## src/rtl/cpu_pkg.sv

```systemverilog
// Shared pipeline definitions: ALU opcode and funct encodings, ALU control,
// execute-stage FSM states and the control bundle carried into EX/MEM.
package cpu_pkg;

    localparam int WIDTH_DEF = 32;

    localparam logic [1:0] ALUOP_ADD   = 2'b00;
    localparam logic [1:0] ALUOP_SUB   = 2'b01;
    localparam logic [1:0] ALUOP_RTYPE = 2'b10;

    localparam logic [5:0] FUNCT_ADD  = 6'b100000;
    localparam logic [5:0] FUNCT_SUB  = 6'b100010;
    localparam logic [5:0] FUNCT_AND  = 6'b100100;
    localparam logic [5:0] FUNCT_OR   = 6'b100101;
    localparam logic [5:0] FUNCT_SLT  = 6'b101010;
    localparam logic [5:0] FUNCT_MULT = 6'b011000;

    typedef enum logic [2:0] {
        ALU_ADD  = 3'd0,
        ALU_SUB  = 3'd1,
        ALU_AND  = 3'd2,
        ALU_OR   = 3'd3,
        ALU_SLT  = 3'd4,
        ALU_ZERO = 3'd5
    } alu_ctrl_t;

    typedef enum logic [1:0] {
        IDLE = 2'd0,
        MUL  = 2'd1,
        DONE = 2'd2
    } ex_state_t;

    typedef struct packed {
        logic branch;
        logic reg_write;
        logic mem_to_reg;
        logic mem_write;
        logic mem_read;
        logic reg_dst;
    } ex_ctrl_t;

endpackage

```

## src/rtl/alu_ctrl_alu.sv

```systemverilog
// Combinational ALU control decode plus single-cycle ALU. Multiply is handled
// by the iterative unit in ex_stage, so its funct decodes to a zero result here.
module alu_ctrl_alu
    import cpu_pkg::*;
#(
    parameter int WIDTH = WIDTH_DEF
) (
    input  logic [1:0]       alu_op,
    input  logic [5:0]       funct,
    input  logic [WIDTH-1:0] a,
    input  logic [WIDTH-1:0] b,
    output logic [WIDTH-1:0] result
);

    alu_ctrl_t ctrl_s;
    logic      slt_s;

    assign slt_s = ($signed(a) < $signed(b));

    // Map the ID/EX alu_op and funct field to an internal ALU operation.
    always_comb begin
        ctrl_s = ALU_ZERO;
        case (alu_op)
            ALUOP_ADD: ctrl_s = ALU_ADD;
            ALUOP_SUB: ctrl_s = ALU_SUB;
            ALUOP_RTYPE: begin
                case (funct)
                    FUNCT_ADD: ctrl_s = ALU_ADD;
                    FUNCT_SUB: ctrl_s = ALU_SUB;
                    FUNCT_AND: ctrl_s = ALU_AND;
                    FUNCT_OR:  ctrl_s = ALU_OR;
                    FUNCT_SLT: ctrl_s = ALU_SLT;
                    default:   ctrl_s = ALU_ZERO;
                endcase
            end
            default: ctrl_s = ALU_ZERO;
        endcase
    end

    // Datapath for the selected operation; add/sub wrap silently.
    always_comb begin
        result = {WIDTH{1'b0}};
        case (ctrl_s)
            ALU_ADD:  result = a + b;
            ALU_SUB:  result = a - b;
            ALU_AND:  result = a & b;
            ALU_OR:   result = a | b;
            ALU_SLT:  result = {{(WIDTH-1){1'b0}}, slt_s};
            ALU_ZERO: result = {WIDTH{1'b0}};
            default:  result = {WIDTH{1'b0}};
        endcase
    end

endmodule

```

## src/rtl/ex_stage.sv

```systemverilog
// Execute stage: single-cycle ALU path, iterative shift-add multiplier that
// stalls upstream via ex_busy, and the falling-edge EX/MEM pipeline register.
module ex_stage
    import cpu_pkg::*;
#(
    parameter int WIDTH      = WIDTH_DEF,
    parameter int MUL_CYCLES = 32
) (
    input  logic             clk,
    input  logic             reset,
    input  logic             flush,
    input  logic             branch,
    input  logic             reg_write,
    input  logic             mem_to_reg,
    input  logic             mem_write,
    input  logic             mem_read,
    input  logic             alu_src,
    input  logic             reg_dst,
    input  logic [1:0]       alu_op,
    input  logic [WIDTH-1:0] nextpc,
    input  logic [WIDTH-1:0] reg_file_rd_data1,
    input  logic [WIDTH-1:0] reg_file_rd_data2,
    input  logic [WIDTH-1:0] sgn_ext_imm,
    input  logic [4:0]       rd_in,
    output logic             ex_busy,
    output logic [WIDTH-1:0] alu_result_out,
    output logic [WIDTH-1:0] branch_target_out,
    output logic [WIDTH-1:0] write_data_out,
    output logic             zero_out,
    output logic [4:0]       rd_out,
    output logic             branch_out,
    output logic             reg_write_out,
    output logic             mem_to_reg_out,
    output logic             mem_write_out,
    output logic             mem_read_out,
    output logic             reg_dst_out
);

    localparam int               CNT_W    = $clog2(MUL_CYCLES);
    localparam logic [CNT_W-1:0] CNT_LAST = CNT_W'(MUL_CYCLES - 1);
    localparam logic [CNT_W-1:0] CNT_ONE  = CNT_W'(1);

    ex_state_t        state_r, state_nxt_s;
    ex_ctrl_t         ctrl_in_s, cap_ctrl_r, ctrl_nxt_s;
    logic [5:0]       funct_s;
    logic [WIDTH-1:0] op_b_s, alu_res_s, branch_target_s;
    logic             is_mult_s;
    logic [WIDTH-1:0] mcand_r, mplier_r, acc_r, cap_wd_r, cap_bt_r;
    logic [CNT_W-1:0] cnt_r;
    logic [4:0]       cap_rd_r, rd_nxt_s;
    logic [WIDTH-1:0] res_nxt_s, bt_nxt_s, wd_nxt_s;
    logic             zero_nxt_s;

    assign funct_s         = sgn_ext_imm[5:0];
    assign op_b_s          = alu_src ? sgn_ext_imm : reg_file_rd_data2;
    assign branch_target_s = nextpc + {sgn_ext_imm[WIDTH-3:0], 2'b00};
    assign ctrl_in_s       = {branch, reg_write, mem_to_reg, mem_write, mem_read, reg_dst};
    // A bubble has reg_write low, so it can never launch a multiply.
    assign is_mult_s       = (alu_op == ALUOP_RTYPE) && (funct_s == FUNCT_MULT) && reg_write;

    alu_ctrl_alu #(.WIDTH(WIDTH)) u_alu (
        .alu_op (alu_op),
        .funct  (funct_s),
        .a      (reg_file_rd_data1),
        .b      (op_b_s),
        .result (alu_res_s)
    );

    // FSM state register.
    always_ff @(negedge clk or posedge reset) begin
        if (reset) begin
            state_r <= IDLE;
        end else begin
            state_r <= state_nxt_s;
        end
    end

    // FSM next-state; flush overrides everything and aborts a multiply.
    always_comb begin
        state_nxt_s = state_r;
        if (flush) begin
            state_nxt_s = IDLE;
        end else begin
            case (state_r)
                IDLE:    state_nxt_s = is_mult_s ? MUL : IDLE;
                MUL:     state_nxt_s = (cnt_r == CNT_LAST) ? DONE : MUL;
                DONE:    state_nxt_s = IDLE;
                default: state_nxt_s = IDLE;
            endcase
        end
    end

    // FSM outputs: stall request and the value presented to EX/MEM.
    always_comb begin
        ex_busy    = ((state_r == IDLE) && is_mult_s) || (state_r == MUL);
        res_nxt_s  = {WIDTH{1'b0}};
        bt_nxt_s   = {WIDTH{1'b0}};
        wd_nxt_s   = {WIDTH{1'b0}};
        zero_nxt_s = 1'b0;
        rd_nxt_s   = 5'd0;
        ctrl_nxt_s = '0;
        if (flush) begin
            ctrl_nxt_s = '0;
        end else begin
            case (state_r)
                IDLE: begin
                    if (!is_mult_s) begin
                        res_nxt_s  = alu_res_s;
                        bt_nxt_s   = branch_target_s;
                        wd_nxt_s   = reg_file_rd_data2;
                        zero_nxt_s = (alu_res_s == {WIDTH{1'b0}});
                        rd_nxt_s   = rd_in;
                        ctrl_nxt_s = ctrl_in_s;
                    end else begin
                        ctrl_nxt_s = '0;
                    end
                end
                MUL: ctrl_nxt_s = '0;
                DONE: begin
                    res_nxt_s  = acc_r;
                    bt_nxt_s   = cap_bt_r;
                    wd_nxt_s   = cap_wd_r;
                    zero_nxt_s = (acc_r == {WIDTH{1'b0}});
                    rd_nxt_s   = cap_rd_r;
                    ctrl_nxt_s = cap_ctrl_r;
                end
                default: ctrl_nxt_s = '0;
            endcase
        end
    end

    // Multiplier capture and shift-add iteration.
    always_ff @(negedge clk or posedge reset) begin
        if (reset) begin
            mcand_r    <= {WIDTH{1'b0}};
            mplier_r   <= {WIDTH{1'b0}};
            acc_r      <= {WIDTH{1'b0}};
            cnt_r      <= {CNT_W{1'b0}};
            cap_wd_r   <= {WIDTH{1'b0}};
            cap_bt_r   <= {WIDTH{1'b0}};
            cap_rd_r   <= 5'd0;
            cap_ctrl_r <= '0;
        end else if (!flush && (state_r == IDLE) && is_mult_s) begin
            mcand_r    <= reg_file_rd_data1;
            mplier_r   <= op_b_s;
            acc_r      <= {WIDTH{1'b0}};
            cnt_r      <= {CNT_W{1'b0}};
            cap_wd_r   <= reg_file_rd_data2;
            cap_bt_r   <= branch_target_s;
            cap_rd_r   <= rd_in;
            cap_ctrl_r <= ctrl_in_s;
        end else if (!flush && (state_r == MUL)) begin
            if (mplier_r[0]) begin
                acc_r <= acc_r + mcand_r;
            end
            mcand_r  <= mcand_r << 1;
            mplier_r <= mplier_r >> 1;
            cnt_r    <= cnt_r + CNT_ONE;
        end
    end

    // EX/MEM pipeline register.
    always_ff @(negedge clk or posedge reset) begin
        if (reset) begin
            alu_result_out    <= {WIDTH{1'b0}};
            branch_target_out <= {WIDTH{1'b0}};
            write_data_out    <= {WIDTH{1'b0}};
            zero_out          <= 1'b0;
            rd_out            <= 5'd0;
            branch_out        <= 1'b0;
            reg_write_out     <= 1'b0;
            mem_to_reg_out    <= 1'b0;
            mem_write_out     <= 1'b0;
            mem_read_out      <= 1'b0;
            reg_dst_out       <= 1'b0;
        end else begin
            alu_result_out    <= res_nxt_s;
            branch_target_out <= bt_nxt_s;
            write_data_out    <= wd_nxt_s;
            zero_out          <= zero_nxt_s;
            rd_out            <= rd_nxt_s;
            branch_out        <= ctrl_nxt_s.branch;
            reg_write_out     <= ctrl_nxt_s.reg_write;
            mem_to_reg_out    <= ctrl_nxt_s.mem_to_reg;
            mem_write_out     <= ctrl_nxt_s.mem_write;
            mem_read_out      <= ctrl_nxt_s.mem_read;
            reg_dst_out       <= ctrl_nxt_s.reg_dst;
        end
    end

endmodule

```

## config.mk

```make
export PLATFORM = sky130hd
export DESIGN_NAME = ex_stage
export DESIGN_NICKNAME = d
export VERILOG_FILES = /design/src/rtl/cpu_pkg.sv /design/src/rtl/alu_ctrl_alu.sv /design/src/rtl/ex_stage.sv
export SDC_FILE = /design/constraint.sdc
export NUM_CORES = 1
export LEC_CHECK = 0
export ABC_AREA = 1
export CAP_MARGIN = 0
export CELL_PAD_IN_SITES_DETAIL_PLACEMENT = 0
export CELL_PAD_IN_SITES_GLOBAL_PLACEMENT = 1
export CORE_MARGIN = 5
export CORE_UTILIZATION = 44
export DETAILED_ROUTE_END_ITERATION = 12
export PLACE_DENSITY_LB_ADDON = 0.1
export SETUP_SLACK_MARGIN = 0.15
export SLEW_MARGIN = 10
export SYNTH_ARGS = -nofsm -noshare
export SYNTH_HDL_FRONTEND = slang
export SYNTH_SLANG_ARGS = --single-unit
export TNS_END_PERCENT = 10
```

## constraint.sdc

```tcl
create_clock -name clk -period 21.7 [get_ports clk]
set_clock_uncertainty 0.05 [all_clocks]
set_input_delay 3.255 -clock clk [delete_from_list [all_inputs] [get_ports clk]]
set_output_delay 3.255 -clock clk [all_outputs]
set_load 0.01 [all_outputs]
```

==> impl_metrics.env <==
# source this file to load flow results
export IMPL_outcome="finished, final reports clean"
export IMPL_maxSlewViolCount=0
export IMPL_async_flop_share_pct=100
export IMPL_drtPass1Iterations=7
export IMPL_cts_max_level=2
export IMPL_post_dp_cell_area_sq_mm=0.0249
export IMPL_setup_slack_ns=3.33
export IMPL_p_seq_share_pct=35.4
export IMPL_wl_met2_microns=42300
export IMPL_grt_max_degree=172
export IMPL_layout_cells_non_filler=4169
export IMPL_die_y_microns=233
export IMPL_place_congestion=1.03
export IMPL_grt_pass1_wl_microns=131000
export IMPL_critPathBufInv=8
export IMPL_rsz0062_at_grt="no"
export IMPL_path_delay_family="buffers and inverters"
export IMPL_power_group_top="the clock network"
export IMPL_final_common_cell="nand2_1"
export IMPL_drtAntennaViolNets=0
export IMPL_top_area_share_pct=32.7
export IMPL_cp_arrival_ns=7.82
export IMPL_place_ws_ns=2.84
export IMPL_total_power_mw=1.64
export IMPL_syn2layout_area_growth_pct=19.1
export IMPL_tool_warnings=110
export IMPL_overflow=0
export IMPL_critPathLaunchType="primary input"
export IMPL_common_cells="nand2_1, inv_1, nor2_1"
export IMPL_largest_area_cell="dfrtn_1"
export IMPL_min_from="cap_wd_r[25]$_DFFE_NP0P_"
export IMPL_r2r_cells=13
export IMPL_pin_count=254
export IMPL_crit_path_end_kind="flip-flop"
export IMPL_min_path_type="flip-flop to flip-flop"
export IMPL_die_area_sq_mm=0.0543
export IMPL_netlist_instances=3279
export IMPL_worstPathCellList="clkdlybuf4s50_1 -> inv_2 -> nor2_1 -> nand4_1 -> nor2_1 -> nand2_1 -> nor3_4 -> buf_4 -> inv_2 -> buf_4 -> nand2_2 -> buf_4 -> inv_2 -> buf_4 -> nand2_1 -> o21ai_0"
export IMPL_syn_avg_cell_area_sq_um=6.67
export IMPL_synth_top_cell_by_count="nand2_1"
export IMPL_tightest_slew_ns=1.28
export IMPL_ir_drop_v=0.0000532
export IMPL_slew_limit_headroom_pct=13.9
export IMPL_pg_seq_mw=0.579
export IMPL_ys_warnings_count=0
export IMPL_first_global_vias=21600
export IMPL_final_core_util_pct=53.1
export IMPL_cp_depth=16
export IMPL_swShare_pct=34.8
export IMPL_top_layer="met4"
export IMPL_crit_start="sgn_ext_imm[3]"
export IMPL_synth_seq_share_pct=32.7
export IMPL_r2r_setup_slack_ns=17.66
export IMPL_combinationalPowerShare_pct=28.2
export IMPL_cp_slowest_stage_delay_ns=0.64
export IMPL_drt_iter0_drc=2045
export IMPL_cts_tree="yes"
export IMPL_maxCapViolations=0
export IMPL_antenna_found_initial=1
export IMPL_port_buffers=253
export IMPL_clockBufferDepth=3
export IMPL_setup_viol=0
export IMPL_fp_nets=3604
export IMPL_cpMostUsedCell="buf_4"
export IMPL_clk_transition_reported_paths_ns=0.05
export IMPL_p_clk_mw=0.596
export IMPL_mostFrequentLayoutCells="nand2_1, inv_1, nor2_1, dfrtn_1, clkdlybuf4s50_1"
export IMPL_hold_viol_final=0
export IMPL_timing_rr_start="state_r[1]$_DFF_NP0_"
export IMPL_cts_root_buf="clkbuf_16"
export IMPL_intPower_mw=1.07
export IMPL_min_path_cells=2
export IMPL_hold_buffers=0
export IMPL_top_cells_by_area="dfrtn_1, nand2_1, ha_1"
export IMPL_yosys_area_sq_mm=0.0219
export IMPL_vias_per_cell=5.40
export IMPL_syn_area_sq_mm=0.0219
export IMPL_hpwl_microns=69700
export IMPL_critical_path_class="primary input to flip-flop"
export IMPL_ff_type="dfrtn_1"
export IMPL_p_per_area_mw_per_mm2=62.8
export IMPL_hold_path_end="cap_wd_r[25]$_DFFE_NP0P_"
export IMPL_yosys_cells=3279
export IMPL_power_leakage_nw=13.8
export IMPL_placedCellCount=4101
export IMPL_wl_met1_microns=37600
export IMPL_design_area_sq_mm=0.0261
export IMPL_nets=3801
export IMPL_core_sq_mm=0.0491
export IMPL_comb_power_mw=0.462
export IMPL_edf_count=0
export IMPL_drive_gt1_share_pct=4.08
export IMPL_drc=0
export IMPL_clk_latency_ns=0.57
export IMPL_power_net_switching_mw=0.570
export IMPL_cts_sinks=286
export IMPL_crit_end="mplier_r[31]$_DFFE_NP0P_"
export IMPL_r2r_end="mplier_r[31]$_DFFE_NP0P_"
export IMPL_clockPowerShare_pct=36.4
export IMPL_die_w_microns=233
export IMPL_setup_tns_ns=0
export IMPL_fp_utilization_pct=44.6
export IMPL_cts_buffers=37
export IMPL_whs_ns=0.369
export IMPL_ys_flops=286
export IMPL_cts_setup_buffers=0
export IMPL_core_rowCount=81
export IMPL_crit_path_max_fanout=77
export IMPL_synth_cell_types=54
export IMPL_wl_met3_microns=5180
export IMPL_cp_slowest_cell="buf_4"
export IMPL_post_cts_resize_count=0
export IMPL_cp_required_ns=11.15
[cell type report]
cell class	instances	area, sq um
multi-input cells	2460	12600
flip-flops and latches	286	7160
inverters	418	1570
clock buffers	57	1070
fillers	4912	23000
well taps	664	831
diodes	1	2.50
clock inverters	10	87.6
repair buffers	273	2690
[flip-flops by register name, indices dropped and copies added (netlist names), 6 cells and up]
name               cells
acc_r                 32
alu_result_out        32
branch_target_out     32
cap_bt_r              32
cap_wd_r              32
mcand_r               32
mplier_r              32
write_data_out        32
cap_ctrl_r             6
[logic make-up (layout without fill, tap and decap cells)]
kind of cell	Yosys count	count (layout)	share of synthesized area (%)
fa+ha+maj	180	180	10.4
xor+xnor	51	51	2.04
compound gates	498	498	13.2
simple gates	1731	1731	32.1
other cells	0	1	0
flops	286	286	32.7
buf+inv	533	758	9.56
gates.png
(2 px per micron)
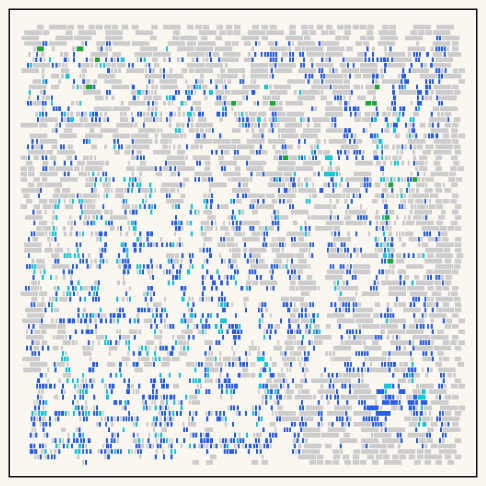
Key: green = non-inverting ao/oa cells [cells 14, most used o21a_1]; blue = nand cells [cells 1367, most used nand2_1, where spread over the die]; cyan = nor cells [cells 341, most used nor2_1, where spread over the die]

route_heat.png
(1.5 px per micron) The die is cut into 23 by 23 equal tiles; white is low, dark blue is high, scaled to the fullest tile. Values are wire area over tile area, all layers added.
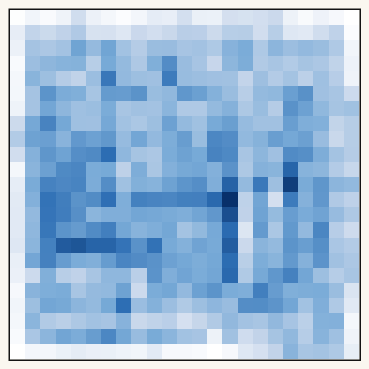
30% of the tiles are over half the peak. 1.1% of the tiles are nearly empty. The fullest tile reaches 0.66. The mean over all tiles is 0.27.
Vias: 22500
GRT Total Usage: 31.8%
Avg WL per Cell: 21.4 microns

closeup.png
Region (101, 55) to (131, 85) microns. Cells in grey, sequential cells in the stronger grey; small squares are vias.
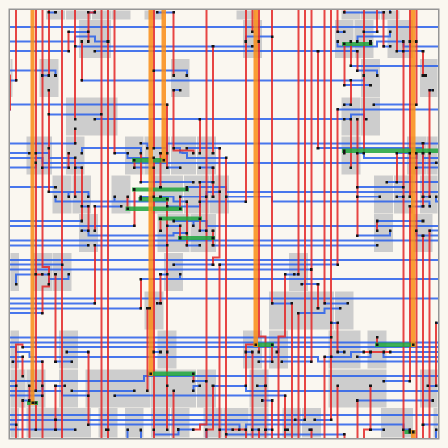
Key: orange = M4; blue = M1; green = M3; red = M2
Sequential cells in the window: 0. Most frequent: nand2_1 (27), inv_1 (15), nor2_1 (6). 67 logic cells have their middle in the window.

congestion_map.png
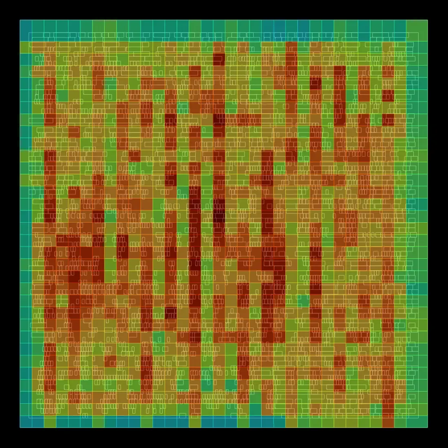
met1 usage: 41.5%
gr busiest metal: met2
met2 usage: 54.3%
met3 Track Usage GR: 3.33%

m4.png
(2 px per micron) Supply wires on this layer in grey.
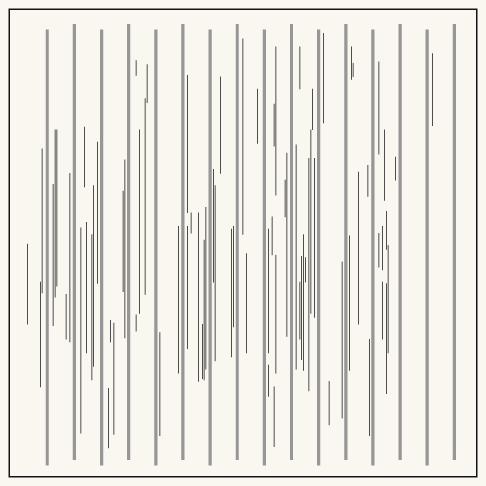
The layer holds 4.6% of the routed length. The layer carries 4100 microns of wire. 66 nets have wire on it. The longest straight run is 116 microns. The wires run mostly vertical.
WL final: 89200 microns

